## src/rtl/rdiv_share_arb.sv

```systemverilog
// rdiv_share_arb: several requesters share one round-half-up power-of-two divider.
// A round-robin arbiter grants at most one requester per cycle. The granted
// dividend is divided by 2^DIV_LOG2, rounded half up and saturated, then held in a
// single output register together with the index of the requester that sent it.
//
// Ports:
//   clk, reset            clock; synchronous active-high reset
//   req_valid/req_ready   per-requester handshake (req_ready is one-hot or zero)
//   req_din               packed dividends; requester i is at [i*IN_WIDTH +: IN_WIDTH]
//   out_valid/out_ready   result handshake
//   out_dout, out_id      rounded quotient and the index of its requester
//   out_sat               the held result was clipped
//   sat_count             clipped results consumed since reset (saturating)
//   busy                  out_valid or any req_valid set
module rdiv_share_arb #(
    parameter int unsigned NUM_REQ   = 4,
    parameter int unsigned DIV_LOG2  = 3,
    parameter int unsigned OUT_WIDTH = 32,
    parameter int unsigned IN_WIDTH  = OUT_WIDTH + DIV_LOG2,
    parameter int unsigned ID_WIDTH  = (NUM_REQ > 1) ? $clog2(NUM_REQ) : 1,
    parameter int unsigned CNT_WIDTH = 16
) (
    input  logic                        clk,
    input  logic                        reset,
    input  logic [NUM_REQ-1:0]          req_valid,
    input  logic [NUM_REQ*IN_WIDTH-1:0] req_din,
    output logic [NUM_REQ-1:0]          req_ready,
    output logic                        out_valid,
    input  logic                        out_ready,
    output logic [OUT_WIDTH-1:0]        out_dout,
    output logic [ID_WIDTH-1:0]         out_id,
    output logic                        out_sat,
    output logic [CNT_WIDTH-1:0]        sat_count,
    output logic                        busy
);

    localparam int unsigned SUM_WIDTH = OUT_WIDTH + 1;

    logic                 out_valid_q, out_valid_d;
    logic [OUT_WIDTH-1:0] out_dout_q,  out_dout_d;
    logic [ID_WIDTH-1:0]  out_id_q,    out_id_d;
    logic                 out_sat_q,   out_sat_d;
    logic [CNT_WIDTH-1:0] sat_count_q, sat_count_d;
    logic [ID_WIDTH-1:0]  rr_ptr_q,    rr_ptr_d;

    logic                 slot_free;
    logic                 grant_any;
    logic                 found_hi;
    logic [ID_WIDTH-1:0]  idx_hi;
    logic [ID_WIDTH-1:0]  idx_lo;
    logic [ID_WIDTH-1:0]  grant_idx;
    logic [NUM_REQ-1:0]   grant;
    logic                 accept;

    logic [IN_WIDTH-1:0]  din_arr [NUM_REQ];
    logic [IN_WIDTH-1:0]  sel_din;
    logic [OUT_WIDTH-1:0] quo;
    logic                 rnd;
    logic [SUM_WIDTH-1:0] sum;
    logic [OUT_WIDTH-1:0] rdiv_res;
    logic                 rdiv_sat;
    logic                 unused_din_bits;

    // Unpack the flat dividend bus into one word per requester.
    for (genvar k = 0; k < NUM_REQ; k++) begin : g_unpack
        assign din_arr[k] = req_din[k*IN_WIDTH +: IN_WIDTH];
    end

    assign slot_free = !out_valid_q || out_ready;

    // Round-robin pick: lowest valid index at or above rr_ptr, else lowest valid overall.
    always_comb begin
        found_hi = 1'b0;
        idx_hi   = '0;
        idx_lo   = '0;
        for (int j = NUM_REQ - 1; j >= 0; j--) begin
            if (req_valid[j]) begin
                idx_lo = ID_WIDTH'(j);
            end
            if (req_valid[j] && (j >= int'(rr_ptr_q))) begin
                idx_hi   = ID_WIDTH'(j);
                found_hi = 1'b1;
            end
        end
        grant_any = |req_valid;
        grant_idx = found_hi ? idx_hi : idx_lo;
        grant     = grant_any ? (NUM_REQ'(1) << grant_idx) : '0;
    end

    assign accept    = slot_free && grant_any;
    assign req_ready = (slot_free && !reset) ? grant : '0;

    // Round half up: add the bit just below the quotient; clip on carry out.
    assign sel_din         = din_arr[grant_idx];
    assign quo             = sel_din[IN_WIDTH-1:DIV_LOG2];
    assign rnd             = sel_din[DIV_LOG2-1];
    assign sum             = {1'b0, quo} + SUM_WIDTH'(rnd);
    assign rdiv_sat        = sum[OUT_WIDTH];
    assign rdiv_res        = rdiv_sat ? quo : sum[OUT_WIDTH-1:0];
    // Bits below the rounding bit do not affect the result.
    assign unused_din_bits = ^sel_din;

    // Next-state: load on accept, drain on consume, count clipped results on consume.
    always_comb begin
        out_valid_d = out_valid_q;
        out_dout_d  = out_dout_q;
        out_id_d    = out_id_q;
        out_sat_d   = out_sat_q;
        sat_count_d = sat_count_q;
        rr_ptr_d    = rr_ptr_q;

        if (accept) begin
            out_valid_d = 1'b1;
            out_id_d    = grant_idx;
            out_dout_d  = rdiv_res;
            out_sat_d   = rdiv_sat;
            rr_ptr_d    = (grant_idx == ID_WIDTH'(NUM_REQ - 1)) ? '0
                                                                : grant_idx + ID_WIDTH'(1);
        end else if (out_valid_q && out_ready) begin
            out_valid_d = 1'b0;
        end

        if (out_valid_q && out_ready && out_sat_q && (sat_count_q != '1)) begin
            sat_count_d = sat_count_q + CNT_WIDTH'(1);
        end
    end

    always_ff @(posedge clk) begin
        if (reset) begin
            out_valid_q <= 1'b0;
            out_dout_q  <= '0;
            out_id_q    <= '0;
            out_sat_q   <= 1'b0;
            sat_count_q <= '0;
            rr_ptr_q    <= '0;
        end else begin
            out_valid_q <= out_valid_d;
            out_dout_q  <= out_dout_d;
            out_id_q    <= out_id_d;
            out_sat_q   <= out_sat_d;
            sat_count_q <= sat_count_d;
            rr_ptr_q    <= rr_ptr_d;
        end
    end

    assign out_valid = out_valid_q;
    assign out_dout  = out_dout_q;
    assign out_id    = out_id_q;
    assign out_sat   = out_sat_q;
    assign sat_count = sat_count_q;
    assign busy      = out_valid_q || (|req_valid);

endmodule

```

## config.mk

```make
export PLATFORM = sky130hd
export DESIGN_NAME = rdiv_share_arb
export DESIGN_NICKNAME = d
export VERILOG_FILES = /design/src/rtl/rdiv_share_arb.sv
export SDC_FILE = /design/constraint.sdc
export NUM_CORES = 1
export LEC_CHECK = 0
export ABC_CLOCK_PERIOD_IN_PS = 4500
export CORE_AREA = 2 2 131 94
export DETAILED_ROUTE_END_ITERATION = 8
export DIE_AREA = 0 0 133 96
export GPL_ROUTABILITY_DRIVEN = 0
export HOLD_SLACK_MARGIN = 0.03
export PLACE_DENSITY = 0.79
export REMOVE_ABC_BUFFERS = 1
export SLEW_MARGIN = 20
export SYNTH_ARGS = -nofsm -noshare
export SYNTH_HDL_FRONTEND = slang
export SYNTH_SLANG_ARGS = --single-unit
```

## constraint.sdc

```tcl
create_clock -name clk -period 4.5 [get_ports clk]
set_clock_uncertainty 0.1 [all_clocks]
set_input_delay 1.125 -clock clk [delete_from_list [all_inputs] [get_ports clk]]
set_output_delay 1.125 -clock clk [all_outputs]
set_load 0.1 [all_outputs]
```

==> results.txt <==
Synthesis and place-and-route results.

- The flow ran to the end, and the final reports show no timing, DRC or antenna violations.
- The via count of the first global-routing pass was approximately 5300.
- In the final layout, flip-flops and latches take up between 10 and 15% of the cell area.
- The routed via count divided by cell count is 5.493.
- Listed in order, past its start point the critical path passes dlygate4sd2_1 -> nor2b_2 -> a21o_1 -> a211o_4 -> buf_8 -> a2111o_1 -> nor4_4 -> or3b_4 -> or3_4 -> or4_4 -> a311oi_1.
- In the synthesized netlist, the cells that appear most often are nand2_1 (76), dfxtp_1 (54), nor2_1 (52).
- The critical path class is in2reg.
- Setup repair after global routing left no endpoint under its margin.
- The pin closest to its max-slew limit shows a slew of just over 1 ns.
- Summing over the stages, the warning tally comes to 38.
- Row generation in the floorplan step produced 33 rows.
- The overall die width is between 100 and 150 um.
- In the log, the iteration count for the first detailed-route pass is 5.
- The worst VDD IR drop from the latest analysis is 0.2353 mV.
- The vertical die dimension reported for this design is between 90 and 100 um.
- For this run, the register share of the synthesized area comes to between 20% and 30%.
- Per the detail_route report, DRC violations left total 0.
- The slowest stage cell on the critical path is a2111o_1.
- The maximum number of pins on one net before global-route repair is ~55.
- Measured against its own limit, the worst slew margin works out to between 30% and 40%.
- The total of warnings raised by yosys is 0.
- The relative contribution of sequential cells to total power is about a fifth.
- The max-capacitance violation count is 0.
- The share of the clock period used by the worst path after layout is 98.28%.
- The most critical min-delay path falls under reg2reg.
- On the worst path, the slowest cell contributes a delay of ~0.46 ns.
- Per the detail_route report, routed wire per instance is between 15 and 20 um.
- For this run the top cell type by instance count after synthesis was nand2_1.
- The worst setup margin is about 0.077 ns.
- The ratio of cells with drive above 1 in the final layout is between 10% and 20%.
- The power consumption is approximately 2.7 mW.
- The library cells used most frequently in the layout, excluding fill and tap cells, are clkdlybuf4s50_1 (185), buf_4 (96), nand2_1 (76).
- The most common cell after layout, fill and taps aside is clkdlybuf4s50_1.
- The clock network contribution to total cell area is between 1.5 and 2%.
- In this run, the synthesized area fraction spent on and/or/nand/nor cells is recorded as 36.02%.
- The proportion of power drawn by combinational gates is 64.4%.
- The area of the core region is approximately 0.012 mm^2.
- Looking at the area split, the leading class of cells is combinational gates.
## worst max-delay path: cells and delay by family
family | cells | cell delay, ns
simple gates | 5 | 1.73
buf+inv | 2 | 0.43
compound gates | 4 | 1.25
## worst min-delay path by stage
stage / cells after the start / end / slack [ns]
global route: 2 / out_dout[14] / 0.37
global placement: 2 / out_dout[14] / 0.34
floorplan: 2 / rr_ptr_q[0] / 0.38
detailed placement: 2 / out_dout[14] / 0.35
CTS: 2 / out_dout[14] / 0.36
finish: 2 / out_dout[14] / 0.36
## routing by layer
metal	track usage, %	wire [um]	vias to the layer above
met2	44.34	7920	280
met5	0	0	-
met3	5.055	1426	31
met1	33.29	7372	2546
met4	6.810	278	0
li1	-	-	2691
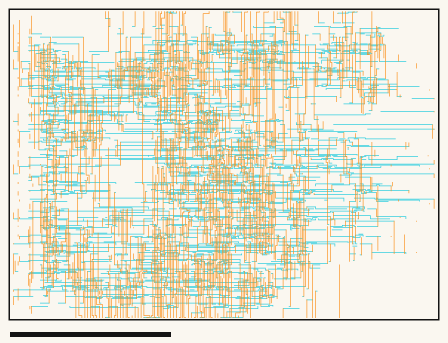
(images/layers.png)
The bar under the picture is 50 um long. Two of the layers only.
| color | layer | wire length |
|---|---|---|
| cyan | M1 | 7370 um |
| orange | M2 | 7920 um |

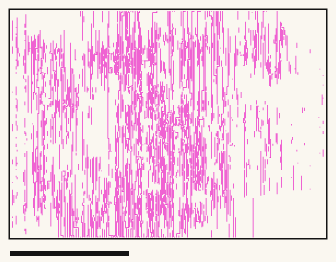
(images/m2.png)
The bar under the picture is 50 um long.
nets with wire on the layer: 832
share of all routed wire: 47%
wire length on this layer: 7920 um
main direction: vertical
total length of routed wires: 17000 um
total via count after detailed routing: 5548
GR Layer Usage met2: 44.34%

Power and IR drop assume default switching activity.
